==> config.mk <==
export PLATFORM = sky130hd
export DESIGN_NAME = dmem_responder
export DESIGN_NICKNAME = d
export VERILOG_FILES = /design/src/rtl/dmem_responder.sv
export SDC_FILE = /design/constraint.sdc
export NUM_CORES = 1
export LEC_CHECK = 0
export ABC_CLOCK_PERIOD_IN_PS = 2100
export CAP_MARGIN = 0
export CORE_MARGIN = 2
export CORE_UTILIZATION = 42
export DETAILED_ROUTE_END_ITERATION = 10
export PLACE_DENSITY_LB_ADDON = 0.1
export SLEW_MARGIN = 15
export SYNTH_ARGS = -nofsm -noshare
export SYNTH_HDL_FRONTEND = slang
export SYNTH_SLANG_ARGS = --single-unit
==> constraint.sdc <==
create_clock -name CLK -period 2.1 [get_ports CLK]
set_clock_uncertainty 0.15 [all_clocks]
set_input_delay 0.42 -clock CLK [delete_from_list [all_inputs] [get_ports CLK]]
set_output_delay 0.42 -clock CLK [all_outputs]
set_load 0.01 [all_outputs]
==> src/rtl/dmem_responder.sv <==
// ---------------------------------------------------------------------------
// dmem_responder
//
// Data-side responder for the MEM stage. It stands in for a data cache
// between the pipeline and the memory controller. Each dmemREN/dmemWEN
// request is captured and replayed onto a single-ported RAM bus. The block
// then waits for ramstate to report ACCESS and answers the pipeline with a
// one-cycle dhit pulse.
//
// Optional feature macro: DMEM_ATOMIC_EN
//   defined   : datomic turns a load into LL and a store into SC. An internal
//               link register (link_valid/link_addr) decides whether an SC
//               may write memory.
//   undefined : datomic is ignored and no link register exists. SC is then a
//               plain store that returns 0, and LL is a plain load.
//
// Parameters
//   MAX_WAIT : WAIT cycles allowed before a request is abandoned (1..255).
//   WORD_LSB : low address bits ignored when comparing against the link.
//
// Ports
//   CLK, nRST  : clock; asynchronous active-low reset.
//   dmemREN    : load request from MEM stage.
//   dmemWEN    : store request from MEM stage (wins if both are high).
//   datomic    : LL/SC qualifier.
//   dmemaddr   : byte address of the request.
//   dmemstore  : store data.
//   dhit       : request-complete pulse (one cycle).
//   dmemload   : load data, or SC result flag; held until next completion.
//   ramREN     : RAM read enable  (WAIT state only).
//   ramWEN     : RAM write enable (WAIT state only).
//   ramaddr    : RAM address (captured request address, 0 outside WAIT).
//   ramstore   : RAM write data (captured store data, 0 outside WAIT).
//   ramload    : RAM read data.
//   ramstate   : memory controller state: FREE, BUSY, ACCESS, ERROR.
//   derror     : sticky error flag, cleared only by reset.
// ---------------------------------------------------------------------------
module dmem_responder #(
  parameter int MAX_WAIT = 255,
  parameter int WORD_LSB = 2
) (
  input  logic        CLK,
  input  logic        nRST,
  input  logic        dmemREN,
  input  logic        dmemWEN,
  input  logic        datomic,
  input  logic [31:0] dmemaddr,
  input  logic [31:0] dmemstore,
  output logic        dhit,
  output logic [31:0] dmemload,
  output logic        ramREN,
  output logic        ramWEN,
  output logic [31:0] ramaddr,
  output logic [31:0] ramstore,
  input  logic [31:0] ramload,
  input  logic [1:0]  ramstate,
  output logic        derror
);

  // Encoding of ramstate_t (FREE, BUSY, ACCESS, ERROR).
  localparam logic [1:0] RAM_FREE   = 2'd0;
  localparam logic [1:0] RAM_BUSY   = 2'd1;
  localparam logic [1:0] RAM_ACCESS = 2'd2;
  localparam logic [1:0] RAM_ERROR  = 2'd3;

  localparam logic [7:0] WAIT_LAST = 8'(MAX_WAIT - 1);

  typedef enum logic [1:0] {
    IDLE,
    WAIT,
    DONE
  } state_t;

  state_t      state, state_n;
  logic [31:0] addr_q, addr_n;
  logic [31:0] store_q, store_n;
  logic        write_q, write_n;
  logic [7:0]  wait_cnt, wait_n;
  logic [31:0] load_q, load_n;
  logic        err_q, err_n;

`ifdef DMEM_ATOMIC_EN
  logic        atomic_q, atomic_n;
  logic        link_valid, link_valid_n;
  logic [31:0] link_addr, link_addr_n;
  logic        sc_reject;
  logic        link_hit;
`else
  logic        unused_atomic_inputs;
  assign unused_atomic_inputs = datomic ^ (WORD_LSB == 0);
`endif

  assign dmemload = load_q;
  assign derror   = err_q;

`ifdef DMEM_ATOMIC_EN
  // An SC is rejected up front when there is no live link to its word.
  assign sc_reject = dmemWEN && datomic &&
                     (!link_valid ||
                      (link_addr[31:WORD_LSB] != dmemaddr[31:WORD_LSB]));
  // A plain store to the linked word breaks the reservation.
  assign link_hit  = (link_addr[31:WORD_LSB] == addr_q[31:WORD_LSB]);
`endif

  // State and datapath registers. Reset discards any transaction in
  // flight. Because the RAM enables decode from state, they drop at once.
  always_ff @(posedge CLK or negedge nRST) begin
    if (!nRST) begin
      state    <= IDLE;
      addr_q   <= '0;
      store_q  <= '0;
      write_q  <= 1'b0;
      wait_cnt <= '0;
      load_q   <= '0;
      err_q    <= 1'b0;
`ifdef DMEM_ATOMIC_EN
      atomic_q   <= 1'b0;
      link_valid <= 1'b0;
      link_addr  <= '0;
`endif
    end else begin
      state    <= state_n;
      addr_q   <= addr_n;
      store_q  <= store_n;
      write_q  <= write_n;
      wait_cnt <= wait_n;
      load_q   <= load_n;
      err_q    <= err_n;
`ifdef DMEM_ATOMIC_EN
      atomic_q   <= atomic_n;
      link_valid <= link_valid_n;
      link_addr  <= link_addr_n;
`endif
    end
  end

  // Next-state and output decode. The RAM bus is driven only in WAIT,
  // straight from the captured request, so it stays stable while the
  // controller is busy.
  always_comb begin
    state_n  = state;
    addr_n   = addr_q;
    store_n  = store_q;
    write_n  = write_q;
    wait_n   = wait_cnt;
    load_n   = load_q;
    err_n    = err_q;
    dhit     = 1'b0;
    ramREN   = 1'b0;
    ramWEN   = 1'b0;
    ramaddr  = '0;
    ramstore = '0;
`ifdef DMEM_ATOMIC_EN
    atomic_n     = atomic_q;
    link_valid_n = link_valid;
    link_addr_n  = link_addr;
`endif

    case (state)
      IDLE: begin
        if (dmemREN || dmemWEN) begin
          addr_n  = dmemaddr;
          store_n = dmemstore;
          write_n = dmemWEN;
          wait_n  = '0;
          state_n = WAIT;
`ifdef DMEM_ATOMIC_EN
          atomic_n = datomic;
          if (sc_reject) begin
            load_n  = '0;
            state_n = DONE;
          end
`endif
        end
      end

      WAIT: begin
        ramREN   = !write_q;
        ramWEN   = write_q;
        ramaddr  = addr_q;
        ramstore = store_q;
        if (ramstate == RAM_ACCESS) begin
          state_n = DONE;
          if (write_q) begin
            load_n = '0;
`ifdef DMEM_ATOMIC_EN
            if (atomic_q) begin
              load_n       = 32'd1;
              link_valid_n = 1'b0;
            end else if (link_hit) begin
              link_valid_n = 1'b0;
            end
`endif
          end else begin
            load_n = ramload;
`ifdef DMEM_ATOMIC_EN
            if (atomic_q) begin
              link_valid_n = 1'b1;
              link_addr_n  = addr_q;
            end
`endif
          end
        end else if ((ramstate == RAM_ERROR) || (wait_cnt == WAIT_LAST)) begin
          // The request is abandoned and the link is left untouched.
          err_n   = 1'b1;
          load_n  = '0;
          state_n = DONE;
        end else begin
          wait_n = wait_cnt + 8'd1;
        end
      end

      DONE: begin
        dhit    = 1'b1;
        state_n = IDLE;
      end

      default: begin
        state_n = IDLE;
      end
    endcase
  end

  // FREE and BUSY both mean "keep waiting". They are named so the decode
  // above reads against the full controller encoding.
  logic unused_ram_states;
  assign unused_ram_states = (RAM_FREE == RAM_BUSY);

endmodule

==> Slide: Implementation Results <==
Run Summary

Run status
  – Status: finished with violations
  – Failing checks: setup timing

Worst setup path
  – CP most frequent cell: buf_6
  – CP Class: reg -> out
  – Crit path max-delay cell type: dfrtp_1
  – Crit path to: ramstore[12]
  – Worst Setup SP: state[1]$_DFFE_PN0P_
  – R2R cell count: 7
  – Slowest stage delay, CP: 0.39 ns
  – Required @ worst endpoint: 1.53 ns
  – Critical R2R Capture: dmemload[7]$_DFFE_PN0P_
  – Reg2reg start: state[1]$_DFFE_PN0P_
  – Arrival @ worst endpoint: 1.63 ns

Yosys
  – Post-synth seq share: 58.7%
  – Leading area contributor after synthesis: dfrtp_1
  – Mux area share: 16.2%
  – Floorplan Nets: 446
  – Yosys stat cell total: 341
  – Unique cell types: 37
  – Ys flop type: dfrtp_1
  – Post-synth EDFFs: 0
  – Warnings, synthesis: 0
  – AND/OR/NAND/NOR Cells, Area Fraction: 12.5%

Clocking
  – Cts-stage hold buffer count: 1
  – Clock buffer depth: 2
  – CTS Root Cell: clkbuf_8
  – CTS tree: done
  – Number of clock sinks: 108

Placed design
  – GPL Wtd Cong: 0.743
  – # port buffers: 201
  – Post-Place Setup Slack: 0.00814 ns
  – Dpl cell area: 6890 sq um
  – Placed instance count: 678

Flow run
  – Max-cap viol count: 0

Pwr
  – Int Pwr: 6.27 mW
  – P_seq: 3.47 mW
  – Sw Ratio: 33.8%
  – Pwr Total: 9.46 mW
  – Reg power frac: 36.7%
  – Combinational share of power: 51.2%
  – Biggest consumer: combinational cells

STA
  – Minimum clock period: 2.20 ns
  – Post-layout period usage: 105%
  – WHS: 0.334 ns
  – Final setup viols: 33
  – Final Hold Vio Count: 0
  – Achievable Freq: 0.455 GHz
  – Worst Setup Slack, final: -0.100 ns

Route
  – Drt initial violations: 69
  – M1 wire length: 4810 um
  – Met2 wire len: 5490 um
  – Top layer in use: met4
  – Vias per inst: 4.99
  – Post-route ant nets: 0

Cells and area
  – Flip-flops: 108
  – Multi-input gates: 210
  – Top cell category: sequential cells
  – Share of layout cells above drive strength 1: 25.8%
  – FF/Latch Area: 2700 sq um
  – Area Growth Syn to Fin: 52.4%

Die
  – N_taps: 140
  – IO Pins: 203
  – DIE AREA: 11800 sq um
  – Chip height: 109 um
  – Row count: 38

Worst hold path
  – Worst hold path class: reg -> reg
  – Worst Min Path Start: addr_q[21]$_DFFE_PN0P_

Global routing
  – Initial antenna violation count: 0
  – GRT Max-Usage Layer: met2
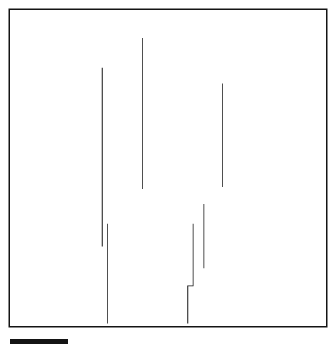
Figure 1: met4 routing.
Scale bar: 20 um.
wire length on this layer	240 um
main direction	vertical
final WL: 11400 um
via count: 3517

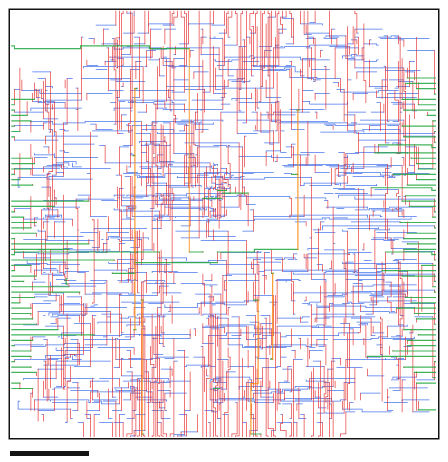
Figure 2: signal wires by layer.
Scale bar: 20 um.
layer	color	wire length
met4	orange	240 um
met3	green	820 um
met1	blue	4810 um
met2	red	5490 um
Avg WL per Cell: 16.1 um
total global-route track usage: 18.3%

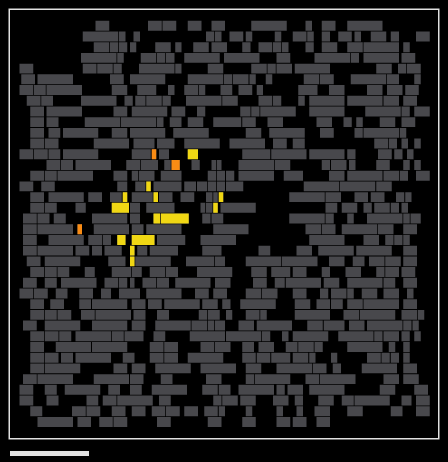
Figure 3: gate-type map.
Scale bar: 20 um.
family	color	cells
NOR gates	yellow	13
inverters	orange	3

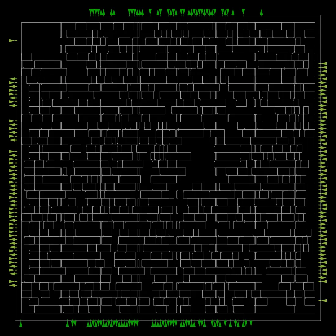
Figure 4: placed standard cells.
fin cells: 705
fill cell count: 866
Finished Core Util: 65.0%

Power is estimated from default activity; no workload was simulated.
